`src/rtl/sqrt_radix4_prenorm.sv`:
```
// Front end of the radix-4 hyperbolic CORDIC square root: even-shift normalisation of
// an unsigned operand to m in [1/4,1) and formation of the start vector (m+1/4, m-1/4).
module sqrt_radix4_prenorm #(
  parameter int DSIZE = 17,
  parameter int ISIZE = 32
) (
  input  logic             clock,
  input  logic             rst_n,
  input  logic             in_valid,
  output logic             in_ready,
  input  logic [ISIZE-1:0] in_data,
  output logic             out_valid,
  input  logic             out_ready,
  output logic [DSIZE-1:0] OX,
  output logic [DSIZE-1:0] OY,
  output logic [5:0]       rotation,
  output logic [DSIZE-1:0] K,
  output logic [5:0]       half_exp,
  output logic             zero
);

  localparam int LZW = $clog2(ISIZE + 1);
  localparam int MW  = DSIZE - 1;
  localparam logic [DSIZE-1:0] QUARTER = DSIZE'(1) << (DSIZE - 3);
  localparam logic [DSIZE-1:0] ONE     = DSIZE'(1) << (DSIZE - 1);

  logic             s1_valid;
  logic [ISIZE-1:0] s1_data;
  logic [LZW-1:0]   s1_lz;

  logic             s1_adv;
  logic             s2_adv;
  logic [LZW-1:0]   lz_next;

  logic [LZW-1:0]   shift;
  logic [MW-1:0]    m_fix;
  logic [LZW-1:0]   he_wide;
  logic [DSIZE-1:0] ox_next;
  logic [DSIZE-1:0] oy_next;
  logic [5:0]       he_next;
  logic             zero_next;

  assign s2_adv   = s1_valid & (~out_valid | out_ready);
  assign in_ready = ~s1_valid | s2_adv;
  assign s1_adv   = in_valid & in_ready;

  // Highest set bit wins because later iterations overwrite earlier ones.
  always_comb begin
    lz_next = LZW'(ISIZE);
    for (int i = 0; i < ISIZE; i++) begin
      if (in_data[i]) begin
        lz_next = LZW'(ISIZE - 1 - i);
      end
    end
  end

  always_ff @(posedge clock or negedge rst_n) begin
    if (!rst_n) begin
      s1_valid <= 1'b0;
      s1_data  <= '0;
      s1_lz    <= '0;
    end else begin
      if (s1_adv) begin
        s1_valid <= 1'b1;
        s1_data  <= in_data;
        s1_lz    <= lz_next;
      end else if (s2_adv) begin
        s1_valid <= 1'b0;
      end
    end
  end

  // A zero operand shifts by ISIZE, giving m_fix=0 and half_exp=0 with no special case.
  always_comb begin
    shift     = {s1_lz[LZW-1:1], 1'b0};
    m_fix     = MW'((s1_data << shift) >> (ISIZE - MW));
    ox_next   = {1'b0, m_fix} + QUARTER;
    oy_next   = {1'b0, m_fix} - QUARTER;
    he_wide   = (LZW'(ISIZE) - shift) >> 1;
    he_next   = 6'(he_wide);
    zero_next = (s1_lz == LZW'(ISIZE));
  end

  always_ff @(posedge clock or negedge rst_n) begin
    if (!rst_n) begin
      out_valid <= 1'b0;
      OX        <= '0;
      OY        <= '0;
      rotation  <= '0;
      K         <= '0;
      half_exp  <= '0;
      zero      <= 1'b0;
    end else begin
      if (s2_adv) begin
        out_valid <= 1'b1;
        OX        <= ox_next;
        OY        <= oy_next;
        rotation  <= 6'd1;
        K         <= ONE;
        half_exp  <= he_next;
        zero      <= zero_next;
      end else if (out_ready) begin
        out_valid <= 1'b0;
      end
    end
  end

endmodule

```
`config.mk`:
```
export PLATFORM = sky130hd
export DESIGN_NAME = sqrt_radix4_prenorm
export DESIGN_NICKNAME = d
export VERILOG_FILES = /design/src/rtl/sqrt_radix4_prenorm.sv
export SDC_FILE = /design/constraint.sdc
export NUM_CORES = 1
export LEC_CHECK = 0
export CAP_MARGIN = 20
export CORE_MARGIN = 4
export CORE_UTILIZATION = 40
export DETAILED_ROUTE_END_ITERATION = 10
export PLACE_DENSITY = 0.7
export SLEW_MARGIN = 20
export SYNTH_ARGS = -nofsm -noshare
export SYNTH_HDL_FRONTEND = slang
export SYNTH_SLANG_ARGS = --single-unit
```
`constraint.sdc`:
```
create_clock -name clock -period 5.39 [get_ports clock]
set_clock_uncertainty 0.05 [all_clocks]
set_input_delay 1.617 -clock clock [delete_from_list [all_inputs] [get_ports clock]]
set_output_delay 1.617 -clock clock [all_outputs]
set_load 0.005 [all_outputs]
```
==> impl_metrics.py <==
# Metrics from the implementation run
metrics = {
    "routing": {
        "average_vias_per_placed_instance": 5.51,
        "wl_per_cell_um": 16.9,
        "drt_pre_antenna_iters": 4,
        "post-route-drc-count": 0,
        "drtIter0Drc": 164,
        "finalWirelength_um": 10700,
        "antenna_left": 0,
    },
    "clock_network": {
        "cts_max_level": 3,
        "cts_hold_buffers_added": 0,
        "post_cts.repair.setup_buffers": 0,
    },
    "yosys": {
        "synth_async_sr_flop_share_pct": 100,
        "synth-warning-count": 0,
        "synthMostInstantiatedCell": "sky130_fd_sc_hd__dfrtp_1",
        "netlist_area_um2": 4260,
        "cell_count_after_synthesis": 440,
        "ys_area_um2": 4260,
        "yosysTopAreaCell": "sky130_fd_sc_hd__dfrtp_1",
        "synth_seq_share_pct": 38.7,
        "synth-edff-count": 0,
    },
    "place": {
        "gp_congestion": 0.951,
        "placement.io_buffers": 79,
    },
    "power": {
        "power.density_cell_area_nw_per_um2": 302,
    },
    "hold_path": {
        "min_path_type": "reg2reg",
    },
    "layout": {
        "layout_cells_sized_above_1_pct": 14.1,
    },
    "timing": {
        "smallest_hold_slack_ns": 0.431,
        "finalMaxSlewViolations": 0,
        "period_minus_slack_ns": 4.47,
        "finalHoldViolations": 0,
    },
    "grt": {
        "global_route_wire_length_before_repair_um": 17300,
        "global_route.overflow_total": 0,
        "initial_antenna_violation_count": 0,
    },
    "floorplanning": {
        "dieArea_um2": 12400,
        "fp-utilization_pct": 41.1,
        "pin_count": 102,
        "placement_rows": 37,
    },
    "worst_setup_path": {
        "max_stage_delay_ns": 0.52,
        "critical_path_arrival_ns": 2.81,
        "worst-path-buf-inv": 2,
        "crit_chain": "clkdlybuf4s50_1 -> nand3b_1 -> clkdlybuf4s50_1",
        "required_time_of_the_worst_setup_path_ns": 3.72,
        "critical_path.max_fanout": 4,
        "crit_path_frequent_cell": "sky130_fd_sc_hd__clkdlybuf4s50_1",
    },
    "job": {
        "openroad.warnings": 27,
    },
    "run_status": {
        "result_of_the_run": "complete, no violations",
    },
}
## registers in the layout (all words and copies together) (netlist names)
signal     count
s1_valid       1
s1_data       32
OX            17
zero           1
rotation       1
OY             2
half_exp       5
out_valid      1
s1_lz          6
## per-layer routing
layer  GRT usage, %  vias up  share of wire, %
met1           23.3     1680                45
met2           26.8      144                46
li1               -     1648                 -
met3           3.71       24               6.7
met5              0        -                 0
met4           6.41        0               2.3
## cell type report
| class | instances | area (um2) |
|---|---|---|
| Sequential cell | 66 | 1650 |
| Inverter | 10 | 37.5 |
| Clock buffer | 13 | 159 |
| Clock inverter | 2 | 12.5 |
| Fill cell | 983 | 5270 |
| Tap cell | 136 | 170 |
| Multi-Input combinational cell | 324 | 2250 |
| Timing Repair Buffer | 83 | 816 |
## worst min-delay path: stages (launching register included)
cell and delay, ns:
sky130_fd_sc_hd__dfrtp_1 0.34, sky130_fd_sc_hd__nand2_1 0.05, sky130_fd_sc_hd__o21ai_0 0.06
## path summary, 6_finish.rpt
path                                    startpoint                      end  slack, ns  depth (start not counted)
max                                      out_ready                 in_ready       0.92                          3
min                        half_exp[2]$_DFFE_PN0P_  half_exp[2]$_DFFE_PN0P_       0.43                          2
max reg2reg                   s1_lz[2]$_DFFE_PN0P_       OX[15]$_DFFE_PN0P_       2.35                          7
min reg2reg                half_exp[2]$_DFFE_PN0P_  half_exp[2]$_DFFE_PN0P_       0.43                          2
max in group asynchronous                    rst_n  s1_data[18]$_DFFE_PN0P_       3.01                          2
min in group asynchronous                    rst_n  s1_data[27]$_DFFE_PN0P_       1.36                          1
## stage by stage
| stage | instance area [um2] | worst slack [ns] | power, mW | std cells |
|---|---|---|---|---|
| floorplan | 4340 | 1.92 | 0.954 | 461 |
| global placement | 4920 | 0.938 | 1.17 | 619 |
| detailed placement | 4920 | 0.918 | 1.18 | 619 |
| CTS | 5090 | 0.910 | 1.55 | 634 |
| global route | 5100 | 0.856 | 1.64 | 634 |
| finish | 5100 | 0.918 | 1.54 | 634 |
## logic make-up (layout without fill, tap and decap cells)
| logic type | Yosys count | after routing | synth area share (%) |
|---|---|---|---|
| flip-flops | 66 | 66 | 38.7 |
| AND/OR/NAND/NOR | 113 | 113 | 12.2 |
| adder cells (fa/ha/maj) | 3 | 3 | 0.881 |
| multiplexers | 81 | 81 | 21.4 |
| buffers and inverters | 71 | 108 | 10.4 |
| AND-OR/OR-AND | 102 | 102 | 15.7 |
| other | 1 | 22 | 0.0880 |
| XOR/XNOR | 3 | 3 | 0.616 |
## report_power, final
group	internal [mW]	switching, mW	leakage (nW)
clock network	0.189	0.177	0.0855
logic	0.294	0.220	1.21
registers	0.581	0.0792	0.798
total	1.06	0.477	2.10
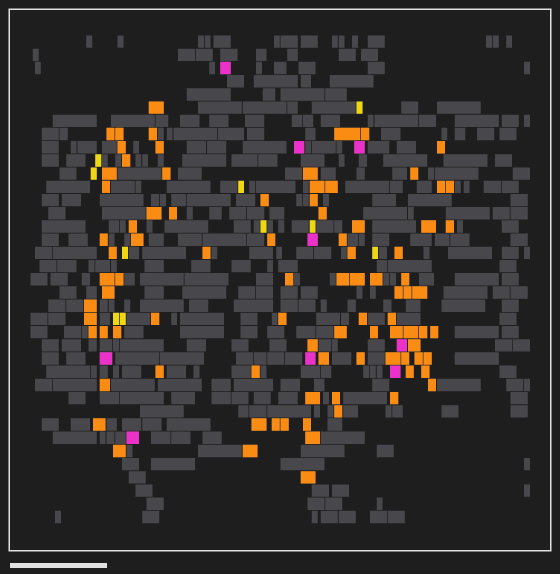
(images/gates.png)
The bar under the picture is 20 um long.
- yellow: inv cells (cells 10)
- orange: aoi and oai cells (cells 89)
- magenta: and/or cells (cells 9)
Post-Layout Cell Count: 634
multi-input combinational area share: 44.1%
dominant logic cell type in the layout: sky130_fd_sc_hd__clkdlybuf4s50_1

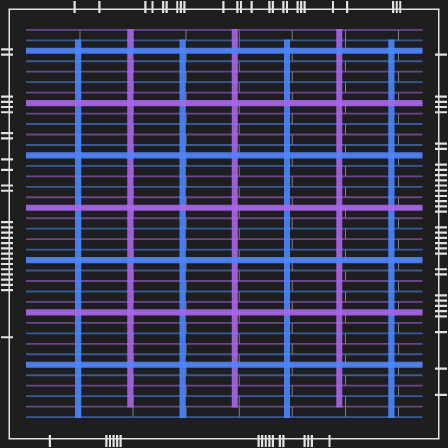
(images/floorplan.png)
Pins as bars on the die edge. Tap cells in grey.
- purple: VDD
- blue: VSS
- met1 rails: 38
- met5 straps: 7
- met4 straps: 7
- rows: 37
- tap cells: 136
maximum vdd drop: 0.176 mV
core footprint: 10,400 um2
Chip Height: 111 um

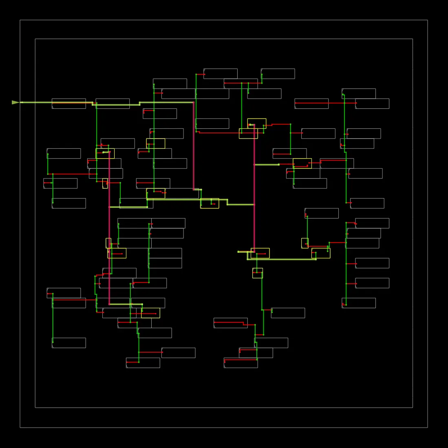
(images/clock_nets.png)
clk sink count: 66
later-pin clock latency in the skew report: 0.35 ns
cts bufs inserted: 9

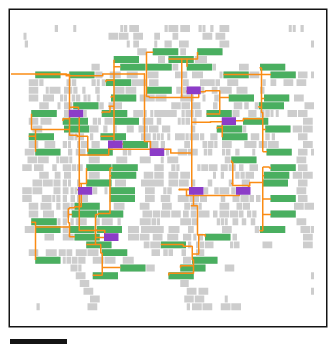
(images/clock_wires.png)
The bar under the picture is 20 um long.
- orange: clock wires (length 816 um)
- purple: clock-net drivers (count 9)
- green: flip-flops (count 66)
- routed clock nets: 10
power consumed by the clock network: 0.366 mW
clock network fraction of design power: 23.8%

Power figures rest on the tool's default switching activity, not on a simulated workload.
